Figure 1. The metal 4 layer (run 1).
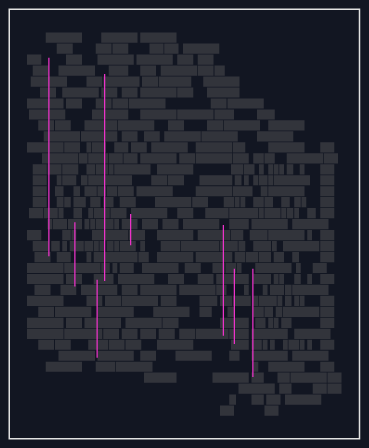
Figure 2. Clock nets (run 1).
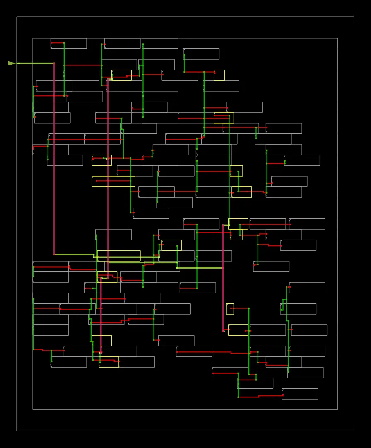
Figure 3. Cells colored by class (run 1).
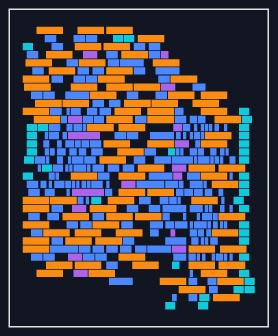
**src/rtl/regfile_seq_adder.sv**
```systemverilog
// Register-file-fed adder/subtractor that walks the operands one DW-bit chunk per cycle,
// rippling the carry between cycles and reporting completion with a busy/done handshake.
module regfile_seq_adder #(
  parameter int DW     = 4,
  parameter int NCHUNK = 4,
  localparam int AW    = $clog2(2 * NCHUNK),
  localparam int OW    = DW * NCHUNK
) (
  input  logic          clk,
  input  logic          reset,
  input  logic          we,
  input  logic [AW-1:0] addr,
  input  logic [DW-1:0] data,
  output logic [DW-1:0] read_value,
  input  logic          start,
  input  logic          sub,
  output logic          busy,
  output logic          done,
  output logic [OW-1:0] sum,
  output logic          cout,
  output logic          ovf
);
  localparam int NE = 2 * NCHUNK;
  localparam int IW = (NCHUNK > 1) ? $clog2(NCHUNK) : 1;
  localparam logic [IW-1:0] LAST_IDX = IW'(NCHUNK - 1);

  typedef enum logic [1:0] {IDLE, RUN, DONE} state_t;

  state_t        state_q, state_d;
  logic [IW-1:0] idx_q, idx_d;
  logic          carry_q, carry_d;
  logic          sub_q, sub_d;
  logic [OW-1:0] sum_q, sum_d;
  logic          cout_q, cout_d;
  logic          ovf_q, ovf_d;
  logic [OW-1:0] opa_q, opa_d;
  logic [OW-1:0] opb_q, opb_d;
  logic [DW-1:0] regs_q [NE];
  logic [DW-1:0] regs_d [NE];

  logic          addr_ok;
  logic          accept;
  logic [DW-1:0] a_chunk, b_chunk, s_chunk;
  logic          c_chunk, c_msb_in;

  assign addr_ok = (32'(addr) < NE);
  assign busy    = (state_q == RUN);
  assign done    = (state_q == DONE);
  assign accept  = start && (state_q != RUN);

  always_comb begin
    read_value = '0;
    if (addr_ok) read_value = regs_q[addr];
  end

  always_comb begin
    regs_d = regs_q;
    if (we && !busy && addr_ok) regs_d[addr] = data;
  end

  // Operands are snapshotted at start so a same-cycle write cannot leak into the run.
  always_comb begin
    opa_d = opa_q;
    opb_d = opb_q;
    if (accept) begin
      for (int i = 0; i < NCHUNK; i++) begin
        opa_d[i*DW +: DW] = regs_q[i];
        opb_d[i*DW +: DW] = regs_q[NCHUNK + i];
      end
    end
  end

  always_comb begin
    a_chunk            = opa_q[int'(idx_q)*DW +: DW];
    b_chunk            = opb_q[int'(idx_q)*DW +: DW] ^ {DW{sub_q}};
    {c_chunk, s_chunk} = {1'b0, a_chunk} + {1'b0, b_chunk} + {{DW{1'b0}}, carry_q};
    c_msb_in           = s_chunk[DW-1] ^ a_chunk[DW-1] ^ b_chunk[DW-1];
  end

  always_comb begin
    state_d = state_q;
    idx_d   = idx_q;
    carry_d = carry_q;
    sub_d   = sub_q;
    sum_d   = sum_q;
    cout_d  = cout_q;
    ovf_d   = ovf_q;
    case (state_q)
      IDLE, DONE: begin
        if (start) begin
          sub_d   = sub;
          carry_d = sub;
          idx_d   = '0;
          state_d = RUN;
        end else begin
          state_d = IDLE;
        end
      end
      RUN: begin
        sum_d[int'(idx_q)*DW +: DW] = s_chunk;
        carry_d = c_chunk;
        idx_d   = idx_q + 1'b1;
        if (idx_q == LAST_IDX) begin
          cout_d  = c_chunk;
          ovf_d   = c_msb_in ^ c_chunk;
          idx_d   = '0;
          state_d = DONE;
        end
      end
      default: state_d = IDLE;
    endcase
  end

  always_ff @(posedge clk or posedge reset) begin
    if (reset) begin
      state_q <= IDLE;
      idx_q   <= '0;
      carry_q <= 1'b0;
      sub_q   <= 1'b0;
      sum_q   <= '0;
      cout_q  <= 1'b0;
      ovf_q   <= 1'b0;
      opa_q   <= '0;
      opb_q   <= '0;
      for (int i = 0; i < NE; i++) regs_q[i] <= '0;
    end else begin
      state_q <= state_d;
      idx_q   <= idx_d;
      carry_q <= carry_d;
      sub_q   <= sub_d;
      sum_q   <= sum_d;
      cout_q  <= cout_d;
      ovf_q   <= ovf_d;
      opa_q   <= opa_d;
      opb_q   <= opb_d;
      regs_q  <= regs_d;
    end
  end

  assign sum  = sum_q;
  assign cout = cout_q;
  assign ovf  = ovf_q;

endmodule

```
**config.mk**
```make
export PLATFORM = sky130hd
export DESIGN_NAME = regfile_seq_adder
export DESIGN_NICKNAME = d
export VERILOG_FILES = /design/src/rtl/regfile_seq_adder.sv
export SDC_FILE = /design/constraint.sdc
export NUM_CORES = 1
export LEC_CHECK = 0
export ABC_CLOCK_PERIOD_IN_PS = 5400
export CAP_MARGIN = 10
export CORE_ASPECT_RATIO = 1.25
export CORE_MARGIN = 4
export CORE_UTILIZATION = 54
export CTS_CLUSTER_DIAMETER = 100
export DETAILED_ROUTE_END_ITERATION = 7
export PLACE_DENSITY = 0.85
export SYNTH_ARGS = -nofsm -noshare
export SYNTH_HDL_FRONTEND = slang
export SYNTH_SLANG_ARGS = --single-unit
```
**constraint.sdc**
```tcl
create_clock -name clk -period 5.4 [get_ports clk]
set_input_delay 0.81 -clock clk [delete_from_list [all_inputs] [get_ports clk]]
set_output_delay 0.81 -clock clk [all_outputs]
set_load 0.01 [all_outputs]
```
==> summary.txt, run 1 <==
This note records the results obtained with Yosys and OpenROAD.

Floorplanning
The number of placed I/O pins is 36. Measured along the y axis, the die boundary spans 106 microns. Across the placement rows, the number of tap cells is 92. The horizontal die dimension reported for this design is 86.5 microns.

Clock tree
The number of resized instances in the post-cts repair step is 0. The count of clock tree sinks is 88. Buffers added to address setup during post-CTS repair amount to 0.

Worst setup path
The critical path capture point is read_value[0]. The critical path in this run is classified as in -> out. The terminus of the critical flop-to-flop path is ovf. The startpoint identified for the worst register-to-register timing path is idx_q[0]. The critical path's slowest cell is clkdlybuf4s50_1.

The critical path goes through clkdlybuf4s50_1, mux2_2, a22oi_1, o22a_1, o21ai_0, clkdlybuf4s50_1. The most common cell type on the critical path is clkdlybuf4s50_1. Per STA, the worst path accumulates the most delay in the family buffers and inverters. STA classifies the critical path startpoint as a primary input. STA classifies the critical path endpoint as a primary output.

Route
The average routed wire per standard cell is ~19 microns. The count of TritonRoute iterations in the first routing pass is 4. The post-route met1 wirelength is 3.57 mm.

Synth
In this run, the synthesized area fraction spent on adder and majority cells is recorded as 0.0367. The commonest cells after synthesis are 88 x dfrtp_1, 65 x mux2_2, 32 x nand2_1. The number of nets in the synthesized netlist is about 340. Dividing the synthesized area by the synthesized cell count gives approximately 13 sq um.

Per Yosys stat, the portion of area used by sequential elements is 0.529.

Place
Input and output buffers added on the ports amount to 35. Detailed placement ended at an HPWL of about 6.0 mm. Detailed placement reports a standard cell area of 0.00458 sq mm.

Layout
The area occupied by multi-input gates is ~0.0019 sq mm. Leaving out filler cells and counting taps, the final layout contains 448. The filler cells instantiated in the layout total around 570. The clock network contribution to total cell area is 0.0473. In the finished design the tool counted flip-flops and latches totalling roughly 88. Among logic cells in the layout, the one with the most instances is dfrtp_1. Per the layout report, the design carries 9 non-clock inverters. Of the cells placed in the final design, the portion with a size suffix greater than 1 is 0.261.

STA
Of the available clock period, the critical path in the final layout requires 0.700. Setup slack on the critical path of the routed design comes to ~1600 ps. The clock period minus worst slack is between 3000 and 4000 ps. In the final run the clock tree shows a worst skew of a little under 9 ps. The final number of hold-violating endpoints is 0.

The worst hold margin is between 400 and 500 ps. The worst-case max-slew headroom was logged as 0.442.

Global routing
The number of global-route vias before repair is about 2,800. The pin count of the biggest net entering global routing is roughly 65. met2 is the most crowded layer. The global-route wire length before repair is 14.1 mm. The global routing met1 resource utilization is 0.255. For met2 alone, demand over resource in global routing was 0.341. The sum of overflow across all layers after global routing is 0.

Power
The script extracted a net switching power of around 1.2 mW.

Run status
The flow ran to the end, and the final reports show no timing, DRC or antenna violations.

Hold path
Looking at the hold checks, the worst path lands on cout. The number of cells on the worst hold path is listed as 2.
Back to the opening pictures, Figure 1:
main direction: vertical
longest straight run: 51.0 microns
nets with wire on the layer: 6
share of all routed wire: 2.5%

Back to the opening pictures, Figure 2:
Clock Power: 0.508 mW
clock insertion delay at the later pin of the skew report: 360 ps
number of buffers added by the clock tree synthesis step: 9
Layout clock buffers: 10

Back to the opening pictures, Figure 3:
legend:
  remaining logic cells:
    color: blue
    cells: 215
    share_of_their_area: 40%
  clock drivers and dummy loads:
    color: purple
    cells: 16
    share_of_their_area: 4.8%
  sequential cells:
    color: orange
    cells: 88
    share_of_their_area: 47%
  remaining buffers and delay cells:
    color: cyan
    cells: 37
    share_of_their_area: 7.8%
Floorplan Core Area: 0.00744 sq mm
register fraction of the total cell area: 0.458
number of standard-cell rows in the floorplan: 35
post-route cell area: 0.00481 sq mm

## Run 2: what changed since run 1
- ABC_CLOCK_PERIOD_IN_PS: 5400 -> 3800
- clock period: 5.4 -> 3.8 ns (I/O delays scaled with it)
==> summary.txt, run 2 <==
This note records the results obtained with Yosys and OpenROAD.

STA
The worst-case clock skew is 10.5 ps (+1.71 ps). The final number of hold-violating endpoints is 0 (unchanged). The relative slew slack is 0.523 (+0.0811).

The worst hold margin is 477 ps (-7.63 ps). The clock period minus worst slack is 3290 ps.

Worst setup path
In this run the critical path is formed by clkdlybuf4s50_1, buf_4, nor2b_1, a22oi_1, o22a_1, o21ai_0, clkdlybuf4s50_1. The most common cell type on the critical path is clkdlybuf4s50_1. The endpoint kind of the worst setup timing path is a primary output. Per STA, the worst path accumulates the most delay in the family buffers and inverters. The worst setup path is launched from a primary input. The worst reg2reg path startpoint is idx_q[1]. The critical path's slowest cell is clkdlybuf4s50_1. The required time at the endpoint of the critical path is about 3200 ps. The critical path is of the in -> out type.

Route
The count of TritonRoute iterations in the first routing pass is 4 (unchanged). The post-route met1 wirelength is 3.55 mm (-0.39%). For this block, the initial DRC count from the detailed router was 118. The average routed wire per standard cell was 18.8 microns (-0.90%).

Layout
The clock network contribution to total cell area is 0.0418 (-0.00556). The area occupied by multi-input gates is 0.00187 sq mm (unchanged). The number of ordinary inverters in the final layout is 9 (unchanged). The share of final-layout standard cells stronger than drive strength 1 is 0.269 (+0.00821). The number of fill cells in the layout is 568 (-1.0%). The total of clock buffers placed in the layout is 10 (unchanged).

Run status
The flow ran to the end, and the final reports show no timing, DRC or antenna violations.

Power
The switching share of total power is 0.379. The clock-net power is 0.658 mW (+30%). In this run the static leakage power is around 2.2 nW. The net switching power is 1.75 mW (+44%).

Synth
The register share after synthesis is 0.529 (unchanged). The number of nets in the synthesized netlist is 339 (unchanged). The post-synthesis adder-cell area fraction came to 0.0367 (unchanged). Per the synth log, the flip-flop and latch total comes to around 88.

Place
The number of input and output port buffers inserted came to 35 (unchanged). The post-place instance area is 0.00462 sq mm (+0.82%).

Global routing
The global-route wire length before repair is 14.3 mm (+1.2%). The sum of overflow across all layers after global routing is 0 (unchanged). The number of global-route vias before repair is 2,800 (+1.3%). The most congested layer reported by global routing is met2. The met2 demand-to-capacity share in global routing is 0.361 (+0.0197).

Floorplanning
The number of placed I/O pins is 36 (unchanged). The vertical extent of the die is 106 microns (unchanged). The chip width was 86.5 microns (unchanged).

The site row count was 35 (unchanged). The core area is 0.00744 sq mm (unchanged).

Clock tree
The clock network latency to the later pin of the worst-skew pair is 360 ps (about the same). The number of buffers created by CTS was 9 (unchanged). The count of clock tree sinks came to 88 (unchanged). The number of resized instances in the post-cts repair step was 0 (unchanged).

Hold path
In this run the most critical hold path is launched from sum[10]. The number of instances on the worst hold path is 2 (unchanged). The endpoint with the worst hold slack is sum[10].
Figure 4. Cells colored by class (run 2).
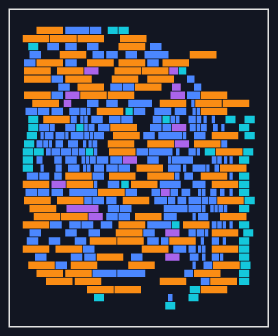
register fraction of the total cell area: 0.457
post-route cell area: 0.00482 sq mm
fraction of the core area covered by cells at the end of the flow: 0.648

Figure 5. The metal 4 layer (run 2).
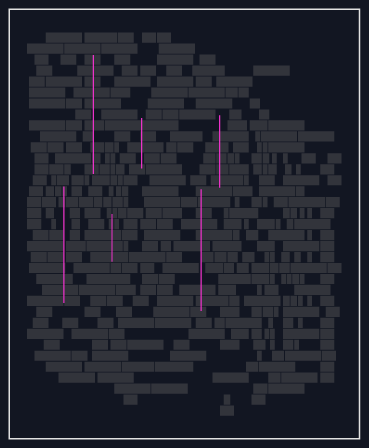
main direction: vertical
share of all routed wire: 1.5%
wire length on this layer: 129 microns
longest straight run: 29.9 microns
nets with wire on the layer: 5
total length of routed wires: 8.49 mm
number of vias after detailed routing: 2,616

Figure 6. Wire density map (run 2).
The die is cut into 17 by 21 equal tiles; dark blue is low, red is high, scaled to the fullest tile. Values are wire area over tile area, all layers added.
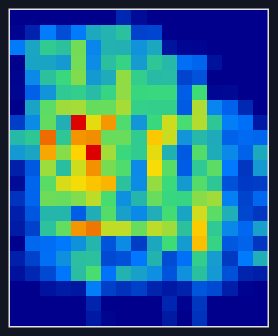

## Run 3: what changed since run 2
- MAX_ROUTING_LAYER: default -> met4
Figure 7. Wire density map (run 3).
The die is cut into 17 by 21 equal tiles; dark blue is low, red is high, scaled to the fullest tile. Values are wire area over tile area, all layers added.
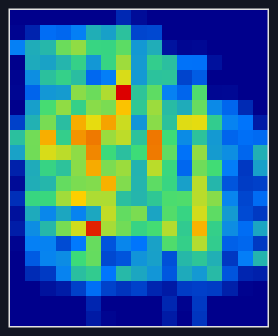
mean over tiles: 0.14
fullest tile: 0.47
nearly empty tiles: 22%
densest ninth of the die: middle

Figure 8. Where the registers sit (run 3).
Other sequential cells in the stronger gray, the rest of the logic in the fainter gray.
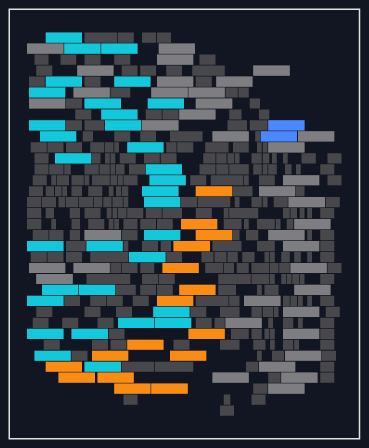
legend:
  `opa_q`:
    color: orange
    flops: 16
  `state_q`:
    color: blue
    flops: 2
  `regs_q`:
    color: cyan
    flops: 32
not colored: 38

==> summary.txt, run 3 <==
This note records the results obtained with Yosys and OpenROAD.

Synth
The async set or reset register ratio after synthesis is 1.00. The chip area line in the Yosys stat output reads around 0.0042 sq mm. The number of distinct library cells after synthesis is approximately 41. The post-synthesis adder-cell area fraction was 0.0367 (unchanged). The register share after synthesis is 0.529 (unchanged). The number of nets in the synthesized netlist came to 339 (unchanged). The number of synthesized register bits was 88 (unchanged).

Layout
The number of ordinary inverters in the final layout came to 9 (unchanged). The share of final-layout standard cells stronger than drive strength 1 was 0.269 (unchanged). The register share of the cell area is 0.457 (unchanged). The area occupied by multi-input gates is 0.00187 sq mm (unchanged). Multi-input combinational cells in the finished layout were counted as between 200 and 250. The number of fill cells in the layout came to 568 (unchanged).

The clock network contribution to total cell area was 0.0418 (unchanged). Among logic cells in the layout, the one with the most instances is dfrtp_1. The post-route standard cell area excluding fillers was 0.00482 sq mm (unchanged).

STA
The worst-case clock skew is 10.5 ps (+0.0124 ps). The worst hold margin is 477 ps (-0.147 ps). The relative slew slack was 0.521 (-0.00243). The clock period minus worst slack came to 3290 ps (+0.564 ps). The final count of negative-setup-slack endpoints is 0. The final number of hold-violating endpoints came to 0 (unchanged).

Global routing
The sum of overflow across all layers after global routing is 0 (unchanged). The global-route usage over all layers is 0.209. The number of global-route vias before repair is 2,803 (+0.11%). Entering global routing, the biggest net connects between 40 and 50 pins. The global-route wire length before repair is 14.3 mm (-0.15%).

Global routing put the most usage on met2. The met2 demand-to-capacity share in global routing came to 0.360 (-0.000547).

Worst setup path
STA puts the critical path data arrival time at roughly 2700 ps. The report lists the cells along the critical path as clkdlybuf4s50_1, buf_4, nor2b_1, a22oi_1, o22a_1, o21ai_0, clkdlybuf4s50_1. The worst setup path is captured at a primary output. The setup path with the least slack is of type in -> out. Setup slack on the worst reg-to-reg path comes out at between 600 and 700 ps.

For the worst reg-to-reg path, the startpoint reported by OpenROAD is idx_q[1]. The kind of start point of the critical path is a primary input. The required time at the endpoint of the critical path is 3230 ps (about the same). The capture point of the critical path was reported as read_value[3]. The cell type group with the largest total delay on the critical path is buffers and inverters. The most common cell type on the critical path is clkdlybuf4s50_1. The critical path's slowest cell is clkdlybuf4s50_1.

Route
The count of vias placed by the detailed router was 2,620 (+0.15%). The average routed wire per standard cell came to 18.9 microns (+0.44%). The count of TritonRoute iterations in the first routing pass is 4 (unchanged). The total detailed-routing wirelength is 8.53 mm (+0.44%). The post-route met1 wirelength is 3.59 mm (+1.0%).

Floorplanning
The core area is 0.00744 sq mm (unchanged). The vertical extent of the die is 106 microns (unchanged). The number of placed I/O pins is 36 (unchanged).

The number of tap cells inserted is a little over 90. The chip width came to 86.5 microns (unchanged).

Place
The number of input and output port buffers inserted came to 35 (unchanged). The post-place instance area is 0.00462 sq mm (unchanged). OpenSTA, run right after detailed placement, puts the worst setup slack at between 500 and 600 ps.

Hold path
The number of instances on the worst hold path is 2 (unchanged). The hold path startpoint is sum[10]. Hold analysis lists the worst path endpoint as sum[10].

Power
The clock-net power is 0.657 mW (about the same). The switching share of total power is 0.379 (+0.000474). The net switching power is 1.75 mW (+0.20%). Of all power groups, the one with the highest power is combinational cells. The leakage power summed over all cells is 2.17 nW (unchanged).

Clock tree
The clock network latency to the later pin of the worst-skew pair is 350 ps (about the same). The number of resized instances in the post-cts repair step was 0 (unchanged). The count of clock tree sinks is 88 (unchanged).

Run status
The flow ran to the end, and the final reports show no timing, DRC or antenna violations.
Power and IR drop assume default switching activity.
